$ cat config.mk
export PLATFORM = sky130hd
export DESIGN_NAME = tcount_decoder
export DESIGN_NICKNAME = d
export VERILOG_FILES = /design/src/rtl/tcount_decoder.sv
export SDC_FILE = /design/constraint.sdc
export NUM_CORES = 1
export LEC_CHECK = 0
export CORE_MARGIN = 2
export CORE_UTILIZATION = 55
export CTS_BUF_LIST = sky130_fd_sc_hd__clkbuf_4 sky130_fd_sc_hd__clkbuf_8
export CTS_CLUSTER_DIAMETER = 120
export DETAILED_ROUTE_END_ITERATION = 7
export DONT_BUFFER_PORTS = 1
export PLACE_DENSITY = 0.74
export SLEW_MARGIN = 0
export SYNTH_ARGS = -nofsm -noshare
export SYNTH_HDL_FRONTEND = slang
export SYNTH_SLANG_ARGS = --single-unit
$ cat constraint.sdc
create_clock -name CLK -period 3.8 [get_ports CLK]
set_input_delay 0.95 -clock CLK [delete_from_list [all_inputs] [get_ports CLK]]
set_output_delay 0.95 -clock CLK [all_outputs]
set_load 0.005 [all_outputs]
$ cat src/rtl/tcount_decoder.sv
`timescale 1ns/1ps
// Purpose : decodes a sampled thermometer count to a binary level and checks counter progression.
// Latency : one cycle; a sample on edge k shows on LEVEL/VALID after edge k.
// Backpres: none; every EN=1 cycle is evaluated, and EN=0 holds all state.
//
// Ports:
//   CLK, RESET       rising-edge clock, asynchronous active-high reset
//   EN, T            sample strobe and thermometer code (bit 0 fills first)
//   CLR_ERR          synchronous clear of sticky flags; returns FSM to IDLE
//   LEVEL, VALID     last accepted binary level and its one-cycle update pulse
//   ILLEGAL, SEQERR  sticky flags: non-thermometer code / illegal level step
//   WRAPS            count of legal WIDTH->0 steps, modulo 2^WRAP_W
//   STATE            FSM state: 00 IDLE, 01 TRACK, 10 ERR
//
// Optional build macro TCOUNT_DECODER_BUBBLE_FIX_EN: non-thermometer codes are
// bubble-corrected (level = popcount) and tracked normally; ILLEGAL still sticks.
module tcount_decoder #(
  parameter int WIDTH  = 4,
  parameter int LVL_W  = 3,
  parameter int WRAP_W = 8
) (
  input  logic              CLK,
  input  logic              RESET,
  input  logic              EN,
  input  logic [WIDTH-1:0]  T,
  input  logic              CLR_ERR,
  output logic [LVL_W-1:0]  LEVEL,
  output logic              VALID,
  output logic              ILLEGAL,
  output logic              SEQERR,
  output logic [WRAP_W-1:0] WRAPS,
  output logic [1:0]        STATE
);

  typedef enum logic [1:0] {
    S_IDLE  = 2'b00,
    S_TRACK = 2'b01,
    S_ERR   = 2'b10,
    S_BAD   = 2'b11
  } state_t;

  localparam logic [LVL_W-1:0] FULL = LVL_W'(WIDTH);

  state_t            state_q, state_nx;
  logic [LVL_W-1:0]  level_nx;
  logic              valid_nx, illegal_nx, seqerr_nx;
  logic [WRAP_W-1:0] wraps_nx;

  logic [LVL_W-1:0]  pop;
  logic [WIDTH:0]    t_ext;
  logic              is_therm;
  logic              accept;
  logic              step_hold, step_inc, step_wrap;

  // A legal code is 0..01..1, so T+1 is a power of two and shares no bit with T.
  always_comb begin
    pop = '0;
    for (int i = 0; i < WIDTH; i++) begin
      pop = pop + LVL_W'(T[i]);
    end
    t_ext    = {1'b0, T};
    is_therm = ((t_ext & (t_ext + (WIDTH+1)'(1))) == '0);
  end

`ifdef TCOUNT_DECODER_BUBBLE_FIX_EN
  assign accept = 1'b1;
`else
  assign accept = is_therm;
`endif

  // Increment is compared one bit wider so p+1 cannot alias to 0 at full scale.
  assign step_hold = (pop == LEVEL);
  assign step_inc  = ({1'b0, pop} == ({1'b0, LEVEL} + (LVL_W+1)'(1)));
  assign step_wrap = (LEVEL == FULL) && (pop == '0);

  always_comb begin
    state_nx   = state_q;
    level_nx   = LEVEL;
    valid_nx   = 1'b0;
    illegal_nx = ILLEGAL;
    seqerr_nx  = SEQERR;
    wraps_nx   = WRAPS;

    case (state_q)
      S_IDLE: begin
        if (EN) begin
          if (!is_therm) illegal_nx = 1'b1;
          if (accept) begin
            level_nx = pop;
            valid_nx = 1'b1;
            state_nx = S_TRACK;
          end else begin
            state_nx = S_ERR;
          end
        end
      end
      S_TRACK: begin
        if (EN) begin
          if (!is_therm) illegal_nx = 1'b1;
          if (accept) begin
            level_nx = pop;
            valid_nx = 1'b1;
            if (step_wrap) begin
              wraps_nx = WRAPS + WRAP_W'(1);
            end else if (!(step_hold || step_inc)) begin
              seqerr_nx = 1'b1;
              state_nx  = S_ERR;
            end
          end else begin
            state_nx = S_ERR;
          end
        end
      end
      S_ERR: begin
        // Keep decoding so downstream still sees the level, but stop judging steps.
        if (EN) begin
          if (!is_therm) illegal_nx = 1'b1;
          if (accept) begin
            level_nx = pop;
            valid_nx = 1'b1;
          end
        end
      end
      default: begin
        state_nx = S_IDLE;
      end
    endcase

    // Clear wins over the flag/state effects of a same-cycle sample only.
    if (CLR_ERR) begin
      illegal_nx = 1'b0;
      seqerr_nx  = 1'b0;
      state_nx   = S_IDLE;
    end
  end

  always_ff @(posedge CLK or posedge RESET) begin
    if (RESET) begin
      state_q <= S_IDLE;
      LEVEL   <= '0;
      VALID   <= 1'b0;
      ILLEGAL <= 1'b0;
      SEQERR  <= 1'b0;
      WRAPS   <= '0;
    end else begin
      state_q <= state_nx;
      LEVEL   <= level_nx;
      VALID   <= valid_nx;
      ILLEGAL <= illegal_nx;
      SEQERR  <= seqerr_nx;
      WRAPS   <= wraps_nx;
    end
  end

  assign STATE = state_q;

endmodule

Figure 1. Placement view.
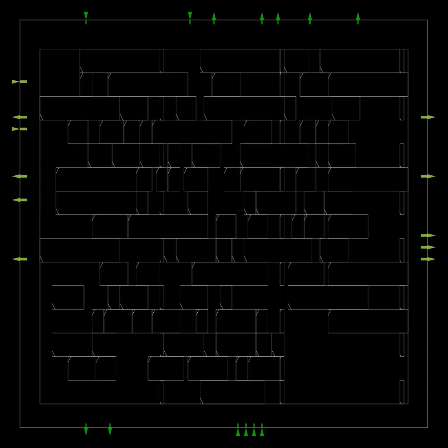
tapcell count: 25
Final Core Density: 0.6101

Figure 2. Sizing map.
Drawn at 8 px/um.
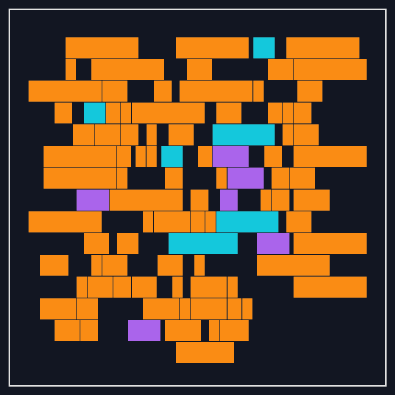
Key: cyan = x3 and x4 [cells 6, share 6.3%]; orange = x1 and smaller [cells 83, share 87%]; purple = x2 [cells 6, share 6.3%]

Figure 3. Placed cells, one color a class.
Drawn at 10 px/um.
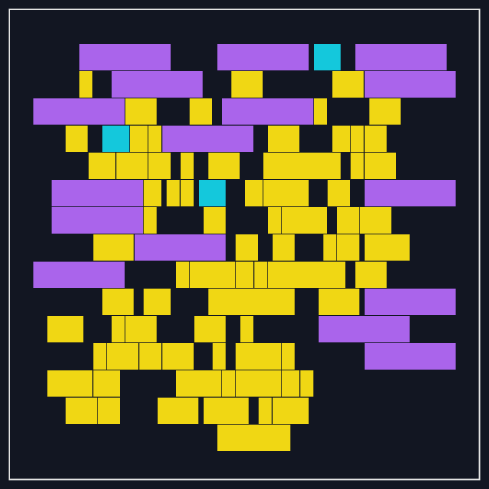
Key: cyan = clock-net drivers [cells 3]; purple = sequential cells [cells 16]; yellow = remaining logic cells [cells 76]

Figure 4. The metal 3 layer.
Drawn at 6 px/um.
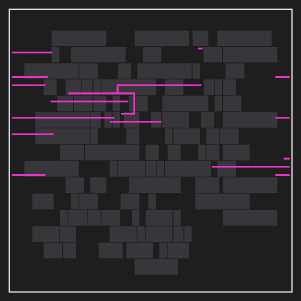
The wires run mostly horizontal. The layer carries 118 um of wire. The layer holds 6.8% of the routed length.

==> impl_metrics.tcl <==
# yosys + openroad results
set metrics [dict create \
    status "finished clean" \
    place_hpwl_um 1383 \
    grt.busiest_layer "met2" \
    synth_warnings 0 \
    ys_ff 16 \
    final_common_cell "dfrtp_1" \
    cts_tree "built" \
    cts_made_buffers 3 \
    boundaryPins 24 \
    p_leak_nw 0.5319 \
    drt-initial-drc-count 6 \
    met1Wirelength_um 712 \
    slew_headroom 0.6190 \
    globalRouteMet2Util 0.3233 \
    crit_family "adder cells" \
    avgSynthCellArea_um2 10.87 \
    wirelength_um 1751 \
    arrival_ns 3.17 \
    io_buffers 0 \
    ctsResizeCount 0 \
    finalInstanceArea_um2 1054 \
    dpl_cell_area_um2 1031 \
    area_growth_pct 4.208 \
    yosys-stat-cells 93 \
    ys_sh_xor 0.1040 \
    fin_setup_tns_ns 0 \
    wl_per_cell_um 14.59 \
    ctsHoldBuffers 0 \
    die_h_um 46.88 \
    wl_met3_um 118 \
    initCoreUtil 0.5855 \
    critPathCaptureType "register" \
    placedCellCount 117 \
    antenna_found_initial 0 \
    critPathLaunchType "input pin" \
    track_usage 0.1907 \
    grt_pass1_wl_um 2960 \
    lay_top_cells "16 x dfrtp_1, 12 x inv_1, 10 x xor2_1" \
    layout.cells.non_filler 120 \
    fin_skew_ns 0.001228 \
    worst_slack_ns 0.8071 \
    pwr-share-comb 0.278 \
    use_met3 0.07308 \
    crit_chain "inv_1, fa_1, inv_1, ha_1, ha_1, nor4b_4, nand2_2, nor4_4, mux2_2" \
    die_w_um 46.88 \
    synth_top_area_share 0.3960 \
    postSynthCellCount 93 \
    netSwitchingFraction 0.3232 \
    dr_wl_met2_um 905 \
    clkSinkCount 16 \
    largest_area_cell "dfrtp_1" \
    rsz0062_at_grt "no" \
    drcViolationCount 0 \
    fmax_ghz 0.3341 \
    clockBufferDepth 2 \
    cpPeakStageDelay_ns 0.53 \
    core_um2 1727 \
    finalClockPeriodUsage 0.7876 \
    ys_seq_share 0.3960 \
]
## Yosys cell counts (all sizes together)
cell type,count
dfrtp,16
nor3,3
nor4b,1
ha,7
mux2i,1
nand3,1
nand2,7
xor2,10
fa,1
and3b,1
a221o,1
a22oi,1
mux2,3
xnor2,2
o22ai,1
or3,1
nor2,3
nor4,5
and3,2
inv,12
nand2b,2
o41ai,1
a31oi,1
o211ai,1
o311ai,1
a21o,1
a21oi,2
buf,1
nand4,3
a221oi,1
## path summary, 6_finish.rpt
check                                          start                   end  slack (ns)  depth (start not counted)
worst max-delay path                            T[0]  WRAPS[1]$_DFFE_PP0P_        0.81                          9
worst min-delay path            WRAPS[7]$_DFFE_PP0P_  WRAPS[7]$_DFFE_PP0P_        0.50                          1
worst max register to register  LEVEL[0]$_DFFE_PP0P_  STATE[1]$_DFFE_PP0P_        2.12                          6
worst min register to register  WRAPS[7]$_DFFE_PP0P_  WRAPS[7]$_DFFE_PP0P_        0.50                          1
max in group asynchronous                      RESET   ILLEGAL$_DFFE_PP0P_        2.83                          1
min in group asynchronous                      RESET  STATE[0]$_DFFE_PP0P_        0.60                          1
## area by class of cell
class                           count  area, um2
Inverter                           12      45.04
Fill cell                         159      673.1
Clock buffer                        3      22.52
Sequential cell                    16      400.4
Tap cell                           25      31.28
Multi-Input combinational cell     64      554.3
## power groups by stage
stage          Sequential (W)  Combinational (W)  Clock (W)
2_1_floorplan        0.000205          0.0000986          0
3_5_place_dp         0.000212           0.000113          0
6_report             0.000207           0.000113  0.0000849
3_3_place_gp         0.000211           0.000110          0
4_1_cts              0.000208           0.000113  0.0000884
5_1_grt              0.000211           0.000130  0.0000969
## flip-flops by register name (all words and copies together), names as in the netlist
name / cells
VALID: 1
SEQERR: 1
WRAPS: 8
ILLEGAL: 1
STATE: 2
LEVEL: 3
Power and IR drop assume default switching activity.
